<file path="src/rtl/cpu_run_sequencer.sv">
// Run controller for the 10-bit pipelined CPU core.
// It holds the core in reset, releases it on a start request and counts the
// execution cycles. It captures the core result when done rises, aborts the
// run on a cycle-count timeout, and presents the captured result to the host
// through a valid/ack handshake.
//
// state | meaning
// ------+--------------------------------------------------------------
// IDLE  | core held in reset, waiting for start
// HOLD  | core still held in reset for RESET_CYCLES clocks after start
// RUN   | core released, cycle counter running, watching done/timeout
// DONE  | core frozen in reset, captured result presented until ack

module cpu_run_sequencer #(
    parameter int RESET_CYCLES = 2,
    parameter int TIMEOUT      = 1000,
    parameter int CNT_W        = 10
) (
    input  logic             clock,
    input  logic             reset,
    input  logic             start,
    input  logic             abort,
    input  logic             ack,
    input  logic             cpu_done,
    input  logic [9:0]       cpu_result,
    output logic             cpu_reset,
    output logic             busy,
    output logic             result_valid,
    output logic [9:0]       result,
    output logic [CNT_W-1:0] cycles,
    output logic             timed_out
);

    typedef enum logic [1:0] {
        IDLE = 2'd0,
        HOLD = 2'd1,
        RUN  = 2'd2,
        DONE = 2'd3
    } state_t;

    // Comparisons are made one bit wider than the counter, so counter+1 can
    // reach TIMEOUT = 2^CNT_W-1 without any chance of wrap-around.
    localparam logic [3:0]       HOLD_LAST   = 4'(RESET_CYCLES - 1);
    localparam logic [CNT_W:0]   TIMEOUT_EXT = (CNT_W + 1)'(TIMEOUT);
    localparam logic [CNT_W-1:0] TIMEOUT_CNT = CNT_W'(TIMEOUT);

    state_t           state;
    logic [3:0]       hold_cnt;
    logic [CNT_W-1:0] run_cnt;
    logic [CNT_W:0]   run_next;

    // RUN cycle count including the edge currently being sampled.
    assign run_next = {1'b0, run_cnt} + (CNT_W + 1)'(1);

    // Status outputs are decoded straight from the state register, so they
    // change on the same edge as the state.
    assign cpu_reset    = (state != RUN);
    assign busy         = (state == HOLD) || (state == RUN);
    assign result_valid = (state == DONE);

    // Sequencer FSM together with its counters and the captured result registers.
    always_ff @(posedge clock) begin
        if (reset) begin
            state     <= IDLE;
            hold_cnt  <= '0;
            run_cnt   <= '0;
            result    <= '0;
            cycles    <= '0;
            timed_out <= 1'b0;
        end else begin
            case (state)
                IDLE: begin
                    if (start) begin
                        state     <= HOLD;
                        hold_cnt  <= '0;
                        result    <= '0;
                        cycles    <= '0;
                        timed_out <= 1'b0;
                    end
                end
                HOLD: begin
                    if (abort) begin
                        state     <= IDLE;
                        result    <= '0;
                        cycles    <= '0;
                        timed_out <= 1'b0;
                    end else if (hold_cnt == HOLD_LAST) begin
                        state   <= RUN;
                        run_cnt <= '0;
                    end else begin
                        hold_cnt <= hold_cnt + 4'd1;
                    end
                end
                RUN: begin
                    // Abort beats done, and done beats a timeout on the same edge.
                    if (abort) begin
                        state     <= IDLE;
                        result    <= '0;
                        cycles    <= '0;
                        timed_out <= 1'b0;
                    end else if (cpu_done) begin
                        state     <= DONE;
                        result    <= cpu_result;
                        cycles    <= run_next[CNT_W-1:0];
                        timed_out <= 1'b0;
                    end else if (run_next == TIMEOUT_EXT) begin
                        state     <= DONE;
                        result    <= '0;
                        cycles    <= TIMEOUT_CNT;
                        timed_out <= 1'b1;
                    end else begin
                        run_cnt <= run_next[CNT_W-1:0];
                    end
                end
                DONE: begin
                    if (ack && start) begin
                        state     <= HOLD;
                        hold_cnt  <= '0;
                        result    <= '0;
                        cycles    <= '0;
                        timed_out <= 1'b0;
                    end else if (ack) begin
                        state <= IDLE;
                    end
                end
                default: state <= IDLE;
            endcase
        end
    end

endmodule

</file>
<file path="config.mk">
export PLATFORM = sky130hd
export DESIGN_NAME = cpu_run_sequencer
export DESIGN_NICKNAME = d
export VERILOG_FILES = /design/src/rtl/cpu_run_sequencer.sv
export SDC_FILE = /design/constraint.sdc
export NUM_CORES = 1
export LEC_CHECK = 0
export ABC_AREA = 1
export ABC_CLOCK_PERIOD_IN_PS = 6300
export CAP_MARGIN = 30
export CORE_ASPECT_RATIO = 0.8
export CORE_MARGIN = 3
export CORE_UTILIZATION = 50
export DETAILED_ROUTE_END_ITERATION = 7
export GPL_TIMING_DRIVEN = 0
export PLACE_DENSITY = 0.76
export SLEW_MARGIN = 10
export SYNTH_ARGS = -nofsm -noshare
export SYNTH_HDL_FRONTEND = slang
export SYNTH_SLANG_ARGS = --single-unit
</file>
<file path="constraint.sdc">
create_clock -name clock -period 6.3 [get_ports clock]
set_input_delay 1.26 -clock clock [delete_from_list [all_inputs] [get_ports clock]]
set_output_delay 1.26 -clock clock [all_outputs]
set_load 0.02 [all_outputs]
</file>
==> images/layer_met1.png <==
Scale: 8 px per um. Supply wires on this layer in grey.
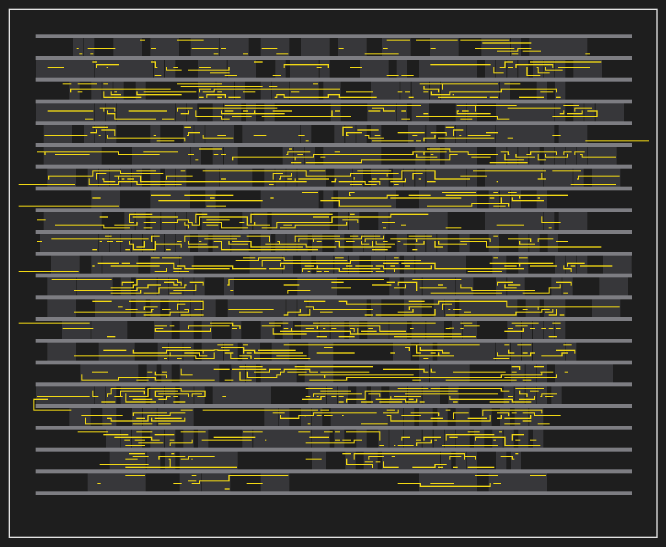
longest straight run = 24.4 um
nets with wire on the layer = 391
wire length on this layer = 2540 um
main direction = horizontal
share of all routed wire = 50%

==> images/cell_density.png <==
Scale: 4 px per um. 8 x 7 tiles, from dark blue (low) to red (high), 0 to 100% covered.
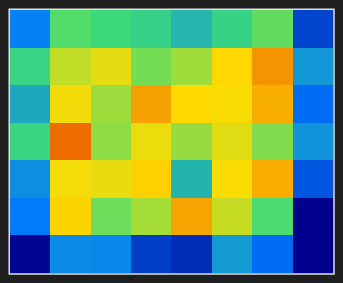
densest ninth of the die = centre
emptiest ninth of the die = lower right
mean over tiles = 51%
nearly empty tiles = 5.4%
tiles over 75% full = 18%

==> images/io_fan.png <==
Scale: 4 px per um.
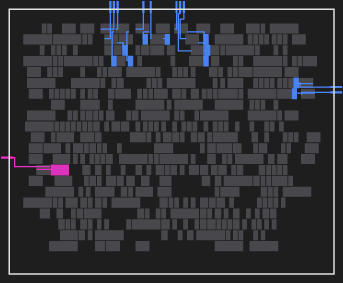
cpu_result -> blue  # bits 10, direction input, edge 8 top, 2 right, end cells 10, buffers 10, wire 125 um
busy -> magenta  # bits 1, direction output, edge left, end cells 1, buffers 1, wire 15.3 um

==> deck_impl_summary.md <==
Key Metrics from the Run

Routing
  • Total routed wirelength: 5.06 mm
  • 1st-iter DRT viols: 110
  • Routed wire per std cell: 11.0 um

Job
  • OpenROAD warning count: 31

Critical path
  • Worst reg2reg setup slack: 3.71 ns
  • Cell count of the worst reg-to-reg path: 10
  • Type of the worst setup path: in -> reg
  • Worst setup EP type: flop
  • Reg2reg end: run_cnt[7]

Global route
  • Grt met2 use: 31.9%
  • First-pass GRT wire length: 8.58 mm

Timing
  • RSZ-0062 raised after global routing: no
  • Max-slew violation count: 0

Cells and area
  • P&R area growth vs syn: 24.3%
  • Nets@finish: 426
  • Top Layout Cells: nand2_1 (98), inv_1 (68), nor2_1 (53), clkdlybuf4s50_1 (39), dfxtp_1 (37)

Power
  • Int Pwr: 640 uW
  • Net switching power: 505 uW
  • Logic power comb: 639 uW

Yosys
  • Most common cell in the netlist: nand2_1
  • Post-synth mux share: 0%
  • Cell Type Count: 30
  • Synth flops: 37

Die
  • Chip Area: 5320 um^2

Placement
  • Gp weighted congestion: 0.847

CTS
  • Htree depth: 2
  • Post-CTS Setup Bufs: 0
  • Insertion Delay late pin: 0.29 ns
  • CTS Buffer Depth: 2

Run status
  • Status: complete, no violations
==> worst min-delay path by stage <==
stage	cells past startpoint	slack, ns	to	from
floorplan	2	0.46	run_cnt[9]	run_cnt[9]
global placement	2	0.48	run_cnt[9]	run_cnt[9]
detailed placement	2	0.49	run_cnt[9]	run_cnt[9]
CTS	2	0.50	run_cnt[9]	run_cnt[9]
global route	4	0.54	result[1]	result[1]
finish	4	0.51	cycles[7]	cycles[7]
==> worst max-delay path: stages <==
cell             delay, ns
clkdlybuf4s50_1       0.56
nand2_1               0.12
o21ai_0               0.08
a211oi_1              0.72
nand2_1               0.26
buf_2                 0.25
o21ai_0               0.18
nor2_1                0.06
==> state kept, by name, indices dropped and copies added (netlist names) <==
signal and cells:
run_cnt 10, hold_cnt 4, timed_out 1, cycles 10
result 10, state 2
No activity file was given, so power comes from the tool's default toggle rates.
